[src/rtl/jericalla_pipe.sv]
`default_nettype none
// ============================================================================
// Module   : jericalla_pipe
// Purpose  : Two-stage (EX, WB) register-file / ALU pipeline. Accepts one
//            packed instruction per cycle over a valid/ready handshake,
//            executes NOP / ADD / SUB / LI and writes the result back to the
//            register file. Every written result also appears on DS together
//            with a one-cycle ds_valid strobe.
// Ports    : CLK          clock, rising edge
//            RST          synchronous reset, active-high
//            instr_valid  instruction present on `instruction`
//            instruction  [op(2) | rs1 | rs2 | rd], op in the MSBs
//            instr_ready  instruction accepted on this edge when also valid
//            DS           last written-back result
//            ds_valid     1-cycle pulse, DS updated this cycle
// Options  : BYPASS_EN  when defined, the EX result is forwarded to a
//            dependent operand; otherwise a dependent ADD/SUB stalls for one
//            cycle and picks up the value from the register file.
// Revision : 1.0  initial release
// ============================================================================
module jericalla_pipe #(
    parameter  int DATA_W  = 32,
    parameter  int ADDR_W  = 5,
    localparam int INSTR_W = 2 + 3*ADDR_W
) (
    input  logic               CLK,
    input  logic               RST,
    input  logic               instr_valid,
    input  logic [INSTR_W-1:0] instruction,
    output logic               instr_ready,
    output logic [DATA_W-1:0]  DS,
    output logic               ds_valid
);

    localparam int         c_NREG   = 2**ADDR_W;
    localparam logic [1:0] c_OP_NOP = 2'b00;
    localparam logic [1:0] c_OP_ADD = 2'b01;
    localparam logic [1:0] c_OP_SUB = 2'b10;
    localparam logic [1:0] c_OP_LI  = 2'b11;

    // ------------------------------------------------------------------
    // Instruction decode
    // ------------------------------------------------------------------
    logic [1:0]          w_op;
    logic [ADDR_W-1:0]   w_rs1;
    logic [ADDR_W-1:0]   w_rs2;
    logic [ADDR_W-1:0]   w_rd;
    logic [2*ADDR_W-1:0] w_imm;

    assign w_op  = instruction[INSTR_W-1 -: 2];
    assign w_rs1 = instruction[3*ADDR_W-1 -: ADDR_W];
    assign w_rs2 = instruction[2*ADDR_W-1 -: ADDR_W];
    assign w_rd  = instruction[ADDR_W-1:0];
    // LI reuses the two source fields as one immediate
    assign w_imm = instruction[3*ADDR_W-1:ADDR_W];

    // ------------------------------------------------------------------
    // State
    // ------------------------------------------------------------------
    logic [DATA_W-1:0] r_rf [c_NREG];

    logic              r_ex_valid;   // EX holds a writing op (ADD/SUB/LI)
    logic [1:0]        r_ex_op;
    logic [ADDR_W-1:0] r_ex_rd;
    logic [DATA_W-1:0] r_ex_a;
    logic [DATA_W-1:0] r_ex_b;

    logic [DATA_W-1:0] r_ds;
    logic              r_ds_valid;

    // ------------------------------------------------------------------
    // EX-stage ALU
    // ------------------------------------------------------------------
    logic [DATA_W-1:0] w_ex_result;

    always_comb begin
        w_ex_result = '0;
        case (r_ex_op)
            c_OP_ADD: w_ex_result = r_ex_a + r_ex_b;
            c_OP_SUB: w_ex_result = r_ex_a - r_ex_b;
            c_OP_LI:  w_ex_result = r_ex_a;
            default:  w_ex_result = '0;
        endcase
    end

    // The EX instruction retires into the RF at the same edge the next
    // instruction is captured, so a source naming its rd sees stale RF
    // data. R0 never counts as a producer.
    logic w_ex_wr;
    logic w_hit1;
    logic w_hit2;

    assign w_ex_wr = r_ex_valid && (r_ex_rd != '0);
    assign w_hit1  = w_ex_wr && (w_rs1 == r_ex_rd);
    assign w_hit2  = w_ex_wr && (w_rs2 == r_ex_rd);

    // ------------------------------------------------------------------
    // Operand fetch and handshake
    // ------------------------------------------------------------------
    logic [DATA_W-1:0] w_src1;
    logic [DATA_W-1:0] w_src2;
    logic              w_hazard;

`ifdef BYPASS_EN
    // Forwarding gives write-first semantics for the RF write retiring
    // on the capture edge.
    assign w_src1   = (w_rs1 == '0) ? '0 : (w_hit1 ? w_ex_result : r_rf[w_rs1]);
    assign w_src2   = (w_rs2 == '0) ? '0 : (w_hit2 ? w_ex_result : r_rf[w_rs2]);
    assign w_hazard = 1'b0;
`else
    logic w_reads_rf;

    assign w_src1     = (w_rs1 == '0) ? '0 : r_rf[w_rs1];
    assign w_src2     = (w_rs2 == '0) ? '0 : r_rf[w_rs2];
    // Only ADD/SUB read registers; LI and NOP never wait.
    assign w_reads_rf = (w_op == c_OP_ADD) || (w_op == c_OP_SUB);
    assign w_hazard   = instr_valid && w_reads_rf && (w_hit1 || w_hit2);
`endif

    assign instr_ready = ~RST & ~w_hazard;

    logic              w_accept;
    logic [DATA_W-1:0] w_opa;

    assign w_accept = instr_valid && instr_ready;
    assign w_opa    = (w_op == c_OP_LI) ? DATA_W'(w_imm) : w_src1;

    // ------------------------------------------------------------------
    // EX register: a non-accepting edge or an accepted NOP loads a bubble
    // ------------------------------------------------------------------
    always_ff @(posedge CLK) begin
        if (RST) begin
            r_ex_valid <= 1'b0;
            r_ex_op    <= c_OP_NOP;
            r_ex_rd    <= '0;
            r_ex_a     <= '0;
            r_ex_b     <= '0;
        end else begin
            r_ex_valid <= w_accept && (w_op != c_OP_NOP);
            r_ex_op    <= w_op;
            r_ex_rd    <= w_rd;
            r_ex_a     <= w_opa;
            r_ex_b     <= w_src2;
        end
    end

    // ------------------------------------------------------------------
    // WB: register file and result port
    // ------------------------------------------------------------------
    always_ff @(posedge CLK) begin
        if (RST) begin
            r_rf       <= '{default: '0};
            r_ds       <= '0;
            r_ds_valid <= 1'b0;
        end else if (r_ex_valid) begin
            // R0 stays zero but its result is still reported on DS
            if (r_ex_rd != '0) begin
                r_rf[r_ex_rd] <= w_ex_result;
            end
            r_ds       <= w_ex_result;
            r_ds_valid <= 1'b1;
        end else begin
            r_ds_valid <= 1'b0;
        end
    end

    assign DS       = r_ds;
    assign ds_valid = r_ds_valid;

endmodule
`default_nettype wire
[config.mk]
export PLATFORM = sky130hd
export DESIGN_NAME = jericalla_pipe
export DESIGN_NICKNAME = d
export VERILOG_FILES = /design/src/rtl/jericalla_pipe.sv
export SDC_FILE = /design/constraint.sdc
export NUM_CORES = 2
export LEC_CHECK = 0
export ABC_AREA = 1
export CAP_MARGIN = 20
export CELL_PAD_IN_SITES_DETAIL_PLACEMENT = 1
export CELL_PAD_IN_SITES_GLOBAL_PLACEMENT = 2
export CORE_UTILIZATION = 40
export CTS_CLUSTER_DIAMETER = 50
export DETAILED_ROUTE_END_ITERATION = 8
export GPL_TIMING_DRIVEN = 0
export HOLD_SLACK_MARGIN = 0.05
export PLACE_DENSITY = 0.85
export REMOVE_ABC_BUFFERS = 1
export SLEW_MARGIN = 10
export SYNTH_ARGS = -nofsm -noshare
export SYNTH_HDL_FRONTEND = slang
export SYNTH_SLANG_ARGS = --single-unit
[constraint.sdc]
create_clock -name CLK -period 4.6 [get_ports CLK]
set_input_delay 0.92 -clock CLK [delete_from_list [all_inputs] [get_ports CLK]]
set_output_delay 0.92 -clock CLK [all_outputs]
set_load 0.05 [all_outputs]
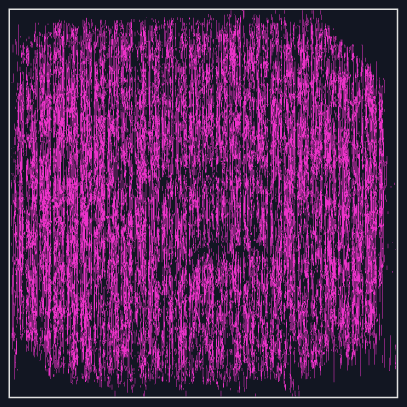
(images/layer_met2.png)
Drawn at 1 px/µm.
The layer carries 117 mm of wire. The wires run mostly vertical.

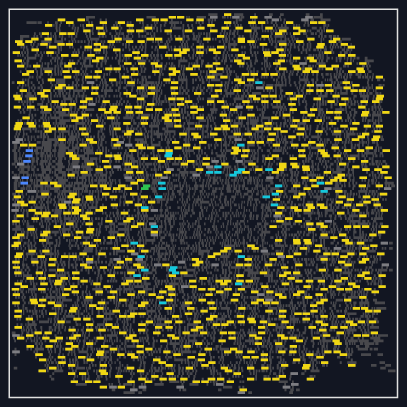
(images/flops_by_reg.png)
Drawn at 1 px/µm. Other sequential cells in the stronger gray, the rest of the logic in the fainter gray.
Key: r_rf = yellow [placed flops 1024, where widely spread]; r_ex_rd = blue [placed flops 5, where west]; r_ex_op = green [placed flops 2]; r_ex_b = cyan [placed flops 32, where center]
Another 66 sequential cells are not colored.

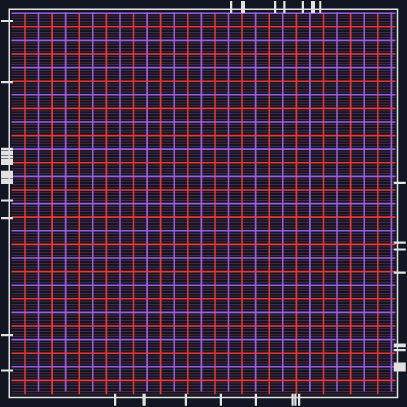
(images/power_grid.png)
Drawn at 1 px/µm. Pins as bars on the die edge.
Key: VSS = red; VDD = purple
141 met1 rails follow the rows. 28 straps on met5.

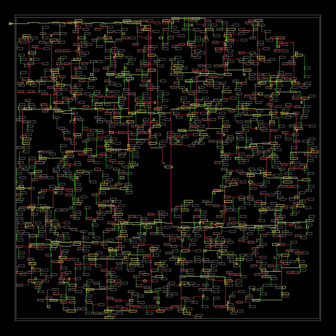
(images/clocks.png)
Final Skew: 46.8 ps
clock latency on the worst-skew pair: 820 ps

==> power breakdown <==
group / internal [mW] / switching (mW) / leakage (nW) / total, mW
Clock: 7.63 / 5.20 / 2.64 / 12.8
Combinational: 0.971 / 2.57 / 13.0 / 3.54
Sequential: 9.89 / 0.113 / 9.12 / 10.0
Total: 18.5 / 7.88 / 24.7 / 26.4
==> registers in the layout, summed over array words and instances (netlist names) <==
name,flops
r_ex_b,32
r_ex_rd,5
r_rf,1024
r_ex_valid,1
ds_valid,1
DS,32
r_ex_a,32
r_ex_op,2
==> what timing repair did <==
action | 4_1_cts | 5_1_grt
endpoints found under the setup margin | 622 | 614
resized | 16 | 8
pin swaps | 0 | 0
gates cloned | 1 | 1
==> out/qor.yml <==
hold_start: "r_rf[1002]$_SDFFE_PP0P_"
min_path_type: "reg2reg"
dp_hpwl_um: 153000
synth_flops: 1129
nonClockInverterCount: 370
startpoint_type: "input pin"
ys_seq_frac: 0.382
flops: 1129
synthToLayoutAreaGrowth_pct: 13.2
die_w_um: 387
clk_share: 0.0814
grt_first_pass_wirelength_um: 394000
drive_gt1_frac: 0.0950
reg2reg_to: "r_rf[472]$_SDFFE_PP0P_"
cp_top_family: "buffers and inverters"
finalCritPeriodShare: 0.991
rsz0062_at_grt: "no"
num-fill-cells: 17888
async_flop_share: 0
rrSetupSlack_ps: 340
comb_area_share: 0.468
run_status: "finished clean"
core_area_um2: 146000
critPathMaxFanout: 125
most_common_cell: "o21ai_0"
adder_share: 0.00816
setup_ws_ps: 40.1
crit_buf_inv: 7
grt_overflow: 0
netlist_area_um2: 59200
critPathSlowestCell: "inv_2"
critPathArrivalTime_ps: 5200
min_period_ps: 4560
grt_use_met3: 0.0475
edf_count: 0
startpoint: "instruction[5]"
worstSetupEndpoint: "r_ex_b[0]$_SDFF_PP0_"
synth.distinct_cells: 51
fp_util: 0.405
portBuffers: 53
instances_no_fill: 9904
Power figures rest on the tool's default switching activity, not on a simulated workload.
